[src/rtl/uart_tx_serializer_if.sv]
// Byte handshake between the TX holding/FIFO side and the UART serializer.
// The master supplies a byte with tx_valid; the serializer answers with tx_ready
// when its single-entry holding register is empty.
interface uart_tx_serializer_if;
  logic [7:0] tx_data;
  logic       tx_valid;
  logic       tx_ready;

  // Byte source: drives data/valid, watches ready.
  modport master (
    output tx_data,
    output tx_valid,
    input  tx_ready
  );

  // Serializer: consumes data/valid, reports ready.
  modport slave (
    input  tx_data,
    input  tx_valid,
    output tx_ready
  );
endinterface

[src/rtl/uart_tx_serializer.sv]
// UART transmit serializer.
// Takes one byte at a time through a one-entry holding register and shifts out
// start bit, 7 or 8 data bits LSB first, optional parity and 1 or 2 stop bits.
// Every bit lasts exactly one xmit_pulse interval; all state changes happen
// only on cycles where xmit_pulse is high, and every output is registered so
// tx edges land one clk after the strobe.
module uart_tx_serializer (
  input  logic                        clk,
  input  logic                        reset,
  input  logic                        xmit_pulse,
  uart_tx_serializer_if.slave         tx_if,
  input  logic                        bit8,
  input  logic                        parity_en,
  input  logic                        odd_n_even,
  input  logic                        two_stop,
  output logic                        tx,
  output logic                        tx_busy,
  output logic                        tx_done
);

  typedef enum logic [2:0] {
    IDLE   = 3'd0,
    START  = 3'd1,
    DATA   = 3'd2,
    PARITY = 3'd3,
    STOP   = 3'd4
  } state_t;

  state_t      state_q, state_d;

  // Holding register and its handshake flag.
  logic [7:0]  hold_data_q, hold_data_d;
  logic        hold_full_q, hold_full_d;
  logic        tx_ready_q, tx_ready_d;

  // Shift register and per-frame counters.
  logic [7:0]  shift_q, shift_d;
  logic [2:0]  bit_cnt_q, bit_cnt_d;
  logic        stop_cnt_q, stop_cnt_d;

  // Frame format captured when a byte leaves the holding register, so port
  // changes during a frame only affect the next one. Parity is resolved to the
  // final line value at that moment, which is why odd/even needs no latch.
  logic        cfg_bit8_q, cfg_bit8_d;
  logic        cfg_parity_en_q, cfg_parity_en_d;
  logic        cfg_two_stop_q, cfg_two_stop_d;
  logic        parity_bit_q, parity_bit_d;

  // Registered outputs.
  logic        tx_q, tx_d;
  logic        tx_busy_q, tx_busy_d;
  logic        tx_done_q, tx_done_d;

  // Decoded events shared by the next-state and datapath logic.
  logic        accept;
  logic [2:0]  last_data_idx;
  logic        data_last;
  logic        stop_last;
  logic        frame_end;
  logic        load;
  logic [7:0]  load_data;
  logic        load_parity;

  // Event decode: handshake, last data bit, last stop bit and shift-register load.
  always_comb begin
    accept        = tx_if.tx_valid & tx_ready_q;
    last_data_idx = cfg_bit8_q ? 3'd7 : 3'd6;
    data_last     = (bit_cnt_q == last_data_idx);
    stop_last     = (stop_cnt_q == cfg_two_stop_q);
    frame_end     = xmit_pulse & (state_q == STOP) & stop_last;
    load          = xmit_pulse & hold_full_q &
                    ((state_q == IDLE) | ((state_q == STOP) & stop_last));
    // Bit 7 is dropped in 7-bit mode so it can never reach the line or parity.
    load_data     = tx_if.tx_data & 8'h00 | hold_data_q & {bit8, 7'h7f};
    load_parity   = (^load_data) ^ odd_n_even;
  end

  // State register.
  always_ff @(posedge clk or posedge reset) begin
    if (reset) begin
      state_q <= IDLE;
    end else begin
      state_q <= state_d;
    end
  end

  // Next-state logic; the FSM only moves on an xmit_pulse.
  always_comb begin
    state_d = state_q;
    if (xmit_pulse) begin
      case (state_q)
        IDLE: begin
          if (hold_full_q) state_d = START;
        end
        START: begin
          state_d = DATA;
        end
        DATA: begin
          if (data_last) state_d = cfg_parity_en_q ? PARITY : STOP;
        end
        PARITY: begin
          state_d = STOP;
        end
        STOP: begin
          if (stop_last) state_d = hold_full_q ? START : IDLE;
        end
        default: begin
          state_d = IDLE;
        end
      endcase
    end
  end

  // Datapath and output logic: holding register, shift register, counters,
  // latched format and the next values of the registered outputs.
  always_comb begin
    hold_data_d     = hold_data_q;
    hold_full_d     = hold_full_q;
    shift_d         = shift_q;
    bit_cnt_d       = bit_cnt_q;
    stop_cnt_d      = stop_cnt_q;
    cfg_bit8_d      = cfg_bit8_q;
    cfg_parity_en_d = cfg_parity_en_q;
    cfg_two_stop_d  = cfg_two_stop_q;
    parity_bit_d    = parity_bit_q;
    tx_d            = tx_q;
    tx_done_d       = 1'b0;

    // A load empties the holding register; an accept can never coincide
    // with a load because accept needs tx_ready, i.e. an empty register.
    if (load) begin
      hold_full_d = 1'b0;
    end
    if (accept) begin
      hold_data_d = tx_if.tx_data;
      hold_full_d = 1'b1;
    end

    if (load) begin
      shift_d         = load_data;
      cfg_bit8_d      = bit8;
      cfg_parity_en_d = parity_en;
      cfg_two_stop_d  = two_stop;
      parity_bit_d    = load_parity;
      tx_d            = 1'b0;
    end else if (xmit_pulse) begin
      case (state_q)
        START: begin
          tx_d      = shift_q[0];
          shift_d   = {1'b0, shift_q[7:1]};
          bit_cnt_d = 3'd0;
        end
        DATA: begin
          if (data_last) begin
            tx_d       = cfg_parity_en_q ? parity_bit_q : 1'b1;
            stop_cnt_d = 1'b0;
          end else begin
            tx_d      = shift_q[0];
            shift_d   = {1'b0, shift_q[7:1]};
            bit_cnt_d = bit_cnt_q + 3'd1;
          end
        end
        PARITY: begin
          tx_d       = 1'b1;
          stop_cnt_d = 1'b0;
        end
        STOP: begin
          if (stop_last) begin
            tx_d = 1'b1;
          end else begin
            stop_cnt_d = stop_cnt_q + 1'b1;
          end
        end
        default: begin
          tx_d = 1'b1;
        end
      endcase
    end

    if (frame_end) begin
      tx_done_d = 1'b1;
    end

    tx_ready_d = ~hold_full_d;
    tx_busy_d  = (state_d != IDLE);
  end

  // Datapath and output registers; reset abandons any partial frame at once.
  always_ff @(posedge clk or posedge reset) begin
    if (reset) begin
      hold_data_q     <= 8'h00;
      hold_full_q     <= 1'b0;
      tx_ready_q      <= 1'b1;
      shift_q         <= 8'h00;
      bit_cnt_q       <= 3'd0;
      stop_cnt_q      <= 1'b0;
      cfg_bit8_q      <= 1'b1;
      cfg_parity_en_q <= 1'b0;
      cfg_two_stop_q  <= 1'b0;
      parity_bit_q    <= 1'b0;
      tx_q            <= 1'b1;
      tx_busy_q       <= 1'b0;
      tx_done_q       <= 1'b0;
    end else begin
      hold_data_q     <= hold_data_d;
      hold_full_q     <= hold_full_d;
      tx_ready_q      <= tx_ready_d;
      shift_q         <= shift_d;
      bit_cnt_q       <= bit_cnt_d;
      stop_cnt_q      <= stop_cnt_d;
      cfg_bit8_q      <= cfg_bit8_d;
      cfg_parity_en_q <= cfg_parity_en_d;
      cfg_two_stop_q  <= cfg_two_stop_d;
      parity_bit_q    <= parity_bit_d;
      tx_q            <= tx_d;
      tx_busy_q       <= tx_busy_d;
      tx_done_q       <= tx_done_d;
    end
  end

  assign tx_if.tx_ready = tx_ready_q;
  assign tx             = tx_q;
  assign tx_busy        = tx_busy_q;
  assign tx_done        = tx_done_q;

endmodule

[src/flat_wrapper.sv]
// flat-port wrapper written by rule: the top's interface ports become plain ports
module uart_tx_serializer_flat 
  (clk, reset, xmit_pulse, bit8, parity_en, odd_n_even, two_stop, tx, tx_busy, tx_done, tx_if_tx_data, tx_if_tx_valid, tx_if_tx_ready);
  uart_tx_serializer_if tx_if_i ();
  input  logic clk;
  input  logic reset;
  input  logic xmit_pulse;
  input  logic bit8;
  input  logic parity_en;
  input  logic odd_n_even;
  input  logic two_stop;
  output logic tx;
  output logic tx_busy;
  output logic tx_done;
  input wire logic [$bits(tx_if_i.tx_data)-1:0] tx_if_tx_data;
  input wire logic [$bits(tx_if_i.tx_valid)-1:0] tx_if_tx_valid;
  output wire logic [$bits(tx_if_i.tx_ready)-1:0] tx_if_tx_ready;
  assign tx_if_i.tx_data = tx_if_tx_data;
  assign tx_if_i.tx_valid = tx_if_tx_valid;
  assign tx_if_tx_ready = tx_if_i.tx_ready;
  uart_tx_serializer u_core (.clk(clk), .reset(reset), .xmit_pulse(xmit_pulse), .tx_if(tx_if_i), .bit8(bit8), .parity_en(parity_en), .odd_n_even(odd_n_even), .two_stop(two_stop), .tx(tx), .tx_busy(tx_busy), .tx_done(tx_done));
endmodule
[config.mk]
export PLATFORM = sky130hd
export DESIGN_NAME = uart_tx_serializer_flat
export DESIGN_NICKNAME = d
export VERILOG_FILES = /design/src/rtl/uart_tx_serializer_if.sv /design/src/rtl/uart_tx_serializer.sv /design/src/flat_wrapper.sv
export SDC_FILE = /design/constraint.sdc
export NUM_CORES = 1
export LEC_CHECK = 0
export CORE_ASPECT_RATIO = 1.5
export CORE_MARGIN = 2
export CORE_UTILIZATION = 57
export CTS_BUF_LIST = sky130_fd_sc_hd__clkbuf_8
export DETAILED_ROUTE_END_ITERATION = 16
export PLACE_DENSITY = 0.8
export SETUP_SLACK_MARGIN = 0.05
export SYNTH_ARGS = -nofsm -noshare
export SYNTH_HDL_FRONTEND = slang
export SYNTH_SLANG_ARGS = --single-unit
[constraint.sdc]
create_clock -name clk -period 2 [get_ports clk]
set_input_delay 0.4 -clock clk [delete_from_list [all_inputs] [get_ports clk]]
set_output_delay 0.4 -clock clk [all_outputs]
set_load 0.005 [all_outputs]
Fig. 1: run 1, power grid
The bar under the picture is 10 um long. Pins as bars on the die edge. Tap cells in gray.
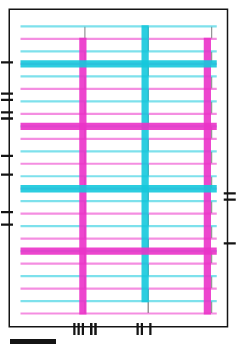
cyan -> VDD
magenta -> VSS
met5 straps = 4
tap cells = 37

Fig. 2: run 1, cell classes on the final placement
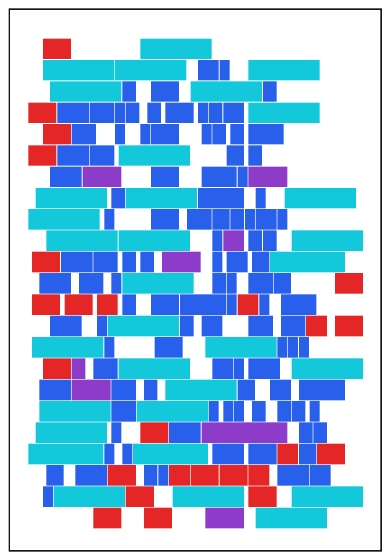
cyan -> sequential cells  # cells 32
blue -> remaining logic cells  # cells 109
purple -> clock drivers and dummy loads  # cells 8
red -> remaining buffers and delay cells  # cells 25

Fig. 3: run 1, routed clock nets over the placement
The bar under the picture is 10 um long.
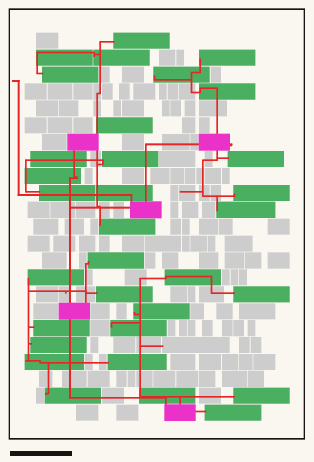
green -> flip-flops  # count 32
magenta -> clock-net drivers  # count 5
red -> clock wires  # length 391 um
flops lie = spread over the die
routed clock nets = 6

Fig. 4: run 1, routed metal, one color a layer
The bar under the picture is 10 um long. Two of the layers only.
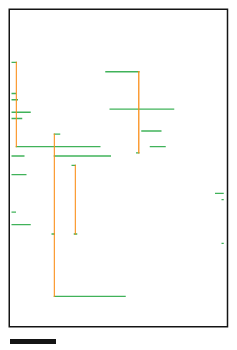
green -> M3  # wire length 97.5 um
orange -> M4  # wire length 86.4 um
vias: 1160
GRT Resource Usage Total: 22.5%
WL/cell: 13.5 um
WL final: 2850 um

run 1: stage by stage:
stage | hold WS, ps | util [%] | instance area, um^2 | std cells
2_1_floorplan | 456 | - | 1600 | 147
3_5_place_dp | 499 | 68.6 | 1840 | 203
4_1_cts | 505 | 72.8 | 1950 | 211
6_report | 503 | 72.8 | 1950 | 211
5_1_grt | 549 | 72.8 | 1950 | 211
3_3_place_gp | 491 | 68.6 | 1840 | 203
run 1: power groups by stage:
| stage | Clock [mW] | Sequential (mW) | Combinational (mW) |
|---|---|---|---|
| finish | 0.610 | 1.27 | 1.39 |
| global route | 0.655 | 1.32 | 1.55 |
| CTS | 0.623 | 1.27 | 1.41 |
| detailed placement | 0 | 1.29 | 1.40 |
| global placement | 0 | 1.27 | 1.35 |
| floorplan | 0 | 1.18 | 1.16 |
==> impl_metrics.ini, run 1 <==
; yosys + openroad results
[run_status]
outcome = finished clean

[clocking]
cts_inserted_buffers = 5
clock_latency_ps = 290
cts.repair.resized = 0
cts.clk_slew.worst_paths_ps = 70
cts.sinks = 32

[grt]
met3_usage_pct = 5.99
grtUsageMet2_pct = 39.5

[floorplan]
fp.dieH_um = 68.9
coreArea_um2 = 2680
die_w_um = 47.2

[synthesis]
ys_sh_xor_pct = 6.42
ys_cells = 147
yosys_area_um2 = 1600
top_cell = dfrtp_1
flop_cell = dfrtp_1
synth.cell_area_um2 = 1600
common_cells = dfrtp_1 (29), nand2_1 (13), nor2_1 (13), a21oi_1 (11)
top_cell_area_share_pct = 45.4
mux_area_share_pct = 12.1

[final_layout]
dominant_cells = registers
regArea_um2 = 805
top_regs = u_core.hold_data_q (8), u_core.shift_q (8)
layout_top_cell = dfrtp_1
nonClkBufAreaFrac_pct = 12.1

[route]
top_layer_used = met4

[timing]
drv_slew = 0
fin_skew_ps = 4.00
finalCritPeriodShare_pct = 85.9
finalSetupViolCount = 0

[flow_run]
warnings = 26

[setup_path]
max_stage_delay_ps = 540
## Run 2: what changed since run 1
--- a/config.mk
+++ b/config.mk
@@ -11,6 +11,7 @@
 export CTS_BUF_LIST = sky130_fd_sc_hd__clkbuf_8
 export DETAILED_ROUTE_END_ITERATION = 16
 export PLACE_DENSITY = 0.8
+export REMOVE_ABC_BUFFERS = 1
 export SETUP_SLACK_MARGIN = 0.05
 export SYNTH_ARGS = -nofsm -noshare
 export SYNTH_HDL_FRONTEND = slang
Fig. 5: run 2, power grid
The bar under the picture is 10 um long. Pins as bars on the die edge. Tap cells in gray.
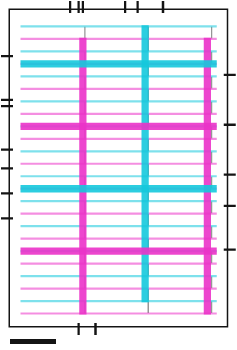
cyan -> VDD
magenta -> VSS
signal pins = 20
tap cells = 37
met4 straps = 3
rows = 23

Fig. 6: run 2, the clock network
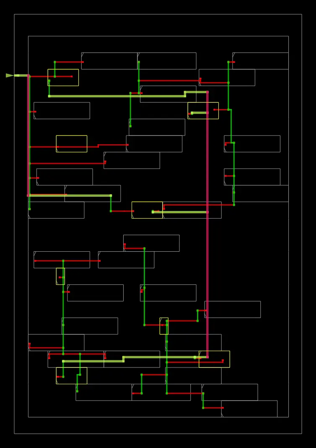
Clk power: 502 uW
Flops: 32
CLK BUF: 6
Fin Clk Skew: 5.46 ps

==> impl_metrics.ini, run 2 <==
; yosys + openroad results
[grt]
grtUsageMet2_pct = 40.9
grt.total_usage_pct = 23.6

[final_layout]
dominant_cells = registers
nonClkBufAreaFrac_pct = 11.5
fin_area_um2 = 1910
layout.cells.non_filler = 209
regArea_um2 = 805
layout_top_cell = dfrtp_1
clk_share_pct = 4.71

[clocking]
cts.clk_slew.worst_paths_ps = 60
cts.repair.resized = 0
cts_inserted_buffers = 5
htree_levels = 2
cts.sinks = 32
postCtsHoldBufs = 0

[route]
drt-total-wl_um = 3130
wire_per_inst_um = 15.0
vias = 1158
drtIter0Drc = 35
top_layer_used = met4

[flow_run]
warnings = 25

[floorplan]
die_w_um = 47.2
coreArea_um2 = 2680
fp.dieH_um = 68.9

[synthesis]
common_cells = dfrtp_1 (29), nand2_1 (13), nor2_1 (13), a21oi_1 (11)
top_cell = dfrtp_1
synth.cell_area_um2 = 1600
top_cell_area_share_pct = 45.4
yosys_area_um2 = 1600
flop_cell = dfrtp_1
ys_cells = 147

[setup_path]
max_stage_delay_ps = 550

[placed_design]
place_inst = 201
place_area_um2 = 1820

[pwr]
power.group.top = combinational logic
pg_comb_mw = 1.38
pg_seq_mw = 1.29

[timing]
drv_slew = 0
finalSetupViolCount = 0
fin_hold_ws_ps = 484
finalCritPeriodShare_pct = 86.8

[run_status]
outcome = finished clean
Fig. 7: run 2, routed clock nets over the placement
The bar under the picture is 10 um long.
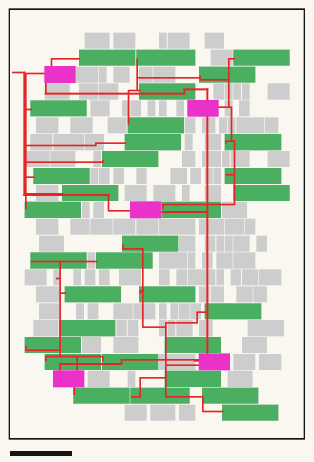
clk_lat worst skew: 290 ps
Clock power frac: 15.8%

[run 2: netlist changes by cell type in the layout (fill, tap and decap cells not counted)]
cell / change
bufinv_16: -1
buf_4: -2
clkbuf_8: +1
inv_1: +2
clkinv_2: -1
clkinvlp_4: -1
[run 2: logic make-up after synthesis]
| group | after synthesis | synth area share, % |
|---|---|---|
| AND-OR/OR-AND | 33 | 13.9 |
| adder cells (fa/ha/maj) | 1 | 0.782 |
| multiplexers | 18 | 12.1 |
| buffers and inverters | 12 | 4.15 |
| flip-flops | 32 | 50.3 |
| XOR/XNOR | 10 | 6.42 |
| AND/OR/NAND/NOR | 41 | 12.3 |
## Run 3: what changed since run 2
--- a/config.mk
+++ b/config.mk
@@ -5,6 +5,7 @@
 export SDC_FILE = /design/constraint.sdc
 export NUM_CORES = 1
 export LEC_CHECK = 0
+export CAP_MARGIN = 5
 export CORE_ASPECT_RATIO = 1.5
 export CORE_MARGIN = 2
 export CORE_UTILIZATION = 57
@@ -13,6 +14,8 @@
 export PLACE_DENSITY = 0.8
 export REMOVE_ABC_BUFFERS = 1
 export SETUP_SLACK_MARGIN = 0.05
+export SKIP_LAST_GASP = 1
 export SYNTH_ARGS = -nofsm -noshare
 export SYNTH_HDL_FRONTEND = slang
 export SYNTH_SLANG_ARGS = --single-unit
+export TNS_END_PERCENT = 10
Fig. 8: run 3, cell classes on the final placement
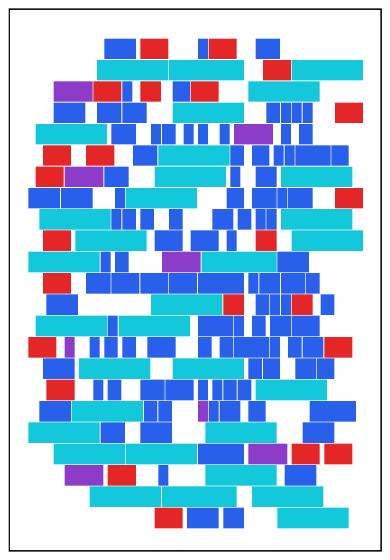
cyan -> sequential cells  # cells 32
blue -> remaining logic cells  # cells 109
purple -> clock drivers and dummy loads  # cells 8
red -> remaining buffers and delay cells  # cells 23

Fig. 9: run 3, routed metal, one color a layer
The bar under the picture is 10 um long. Two of the layers only.
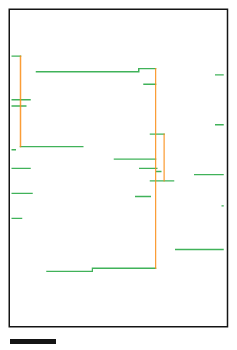
green -> M3  # wire length 132 um
orange -> M4  # wire length 73.4 um
GRT Resource Usage Total: 23.6%
WL final: 3130 um
vias: 1158
WL/cell: 15.0 um

==> impl_metrics.ini, run 3 <==
; yosys + openroad results
[synthesis]
top_cell_area_share_pct = 45.4
logic_family = AND-OR/OR-AND gates
flop_cell = dfrtp_1
mux_area_share_pct = 12.1
top_cell = dfrtp_1
common_cells = dfrtp_1 (29), nand2_1 (13), nor2_1 (13), a21oi_1 (11)
yosys_area_um2 = 1600
ys_cells = 147
synthAdderAreaFrac_pct = 0.782
aoi_share_pct = 13.9
ys_sh_simple_pct = 12.3
yosys_warnings = 0
ys_sh_xor_pct = 6.42

[route]
drtIter0Drc = 35
dr.pass1.iters = 4
top_layer_used = met4

[grt]
met3_usage_pct = 8.33
grtUsageMet2_pct = 40.9

[clocking]
postCtsHoldBufs = 0
clock_latency_ps = 290
cts.repair.resized = 0
htree_levels = 2

[timing]
drv_slew = 0
fin_skew_ps = 5.46
fin_hold_ws_ps = 484
rsz0062_at_grt = no
finalHoldViolations = 0
finalSetupViolCount = 0
finalCritPeriodShare_pct = 86.8

[final_layout]
fin_util_pct = 71.4
top_regs = u_core.hold_data_q (8), u_core.shift_q (8)
layout_top_cell = dfrtp_1
regArea_um2 = 805

[pwr]
pg_comb_mw = 1.38
power.group.top = combinational logic
pg_seq_mw = 1.29
p_clk_share_pct = 15.8
powerClk_uw = 502

[flow_run]
warnings = 25

[floorplan]
coreArea_um2 = 2680
die_w_um = 47.2
fp_util_pct = 59.7
fp.dieH_um = 68.9

[setup_path]
r2r_slack_ps = 300
max_stage_delay_ps = 550

[run_status]
outcome = finished clean
Fig. 10: run 3, the clock network
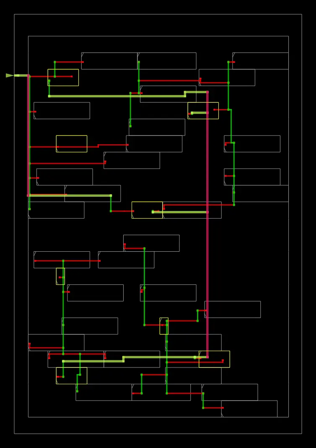
CTS Sinks: 32
TritonCTS Buffers: 5

## run 3: final timing paths
kind,to
max in group asynchronous,u_core.cfg_bit8_q
setup / recovery,tx
hold / removal,u_core.tx_busy
setup reg to reg,u_core.shift_q[5]
hold reg to reg,u_core.parity_bit_q
min in group clk,u_core.parity_bit_q
## run 3: through the flow
step           instances  setup WS (ps)  instance area, um^2
2_1_floorplan        141            404                 1560
3_3_place_gp         201            189                 1820
3_5_place_dp         201            103                 1820
4_1_cts              209            255                 1910
5_1_grt              209            193                 1910
6_report             209            264                 1910
## run 3: cell type report
class / instances / area share [%]
Tap cell: 37 / 2.42
Clock buffer: 6 / 4.32
Multi-Input combinational cell: 103 / 38.1
Timing Repair Buffer: 23 / 11.5
Inverter: 6 / 1.18
Sequential cell: 32 / 42.1
Clock inverter: 2 / 0.393
Power figures rest on the tool's default switching activity, not on a simulated workload.
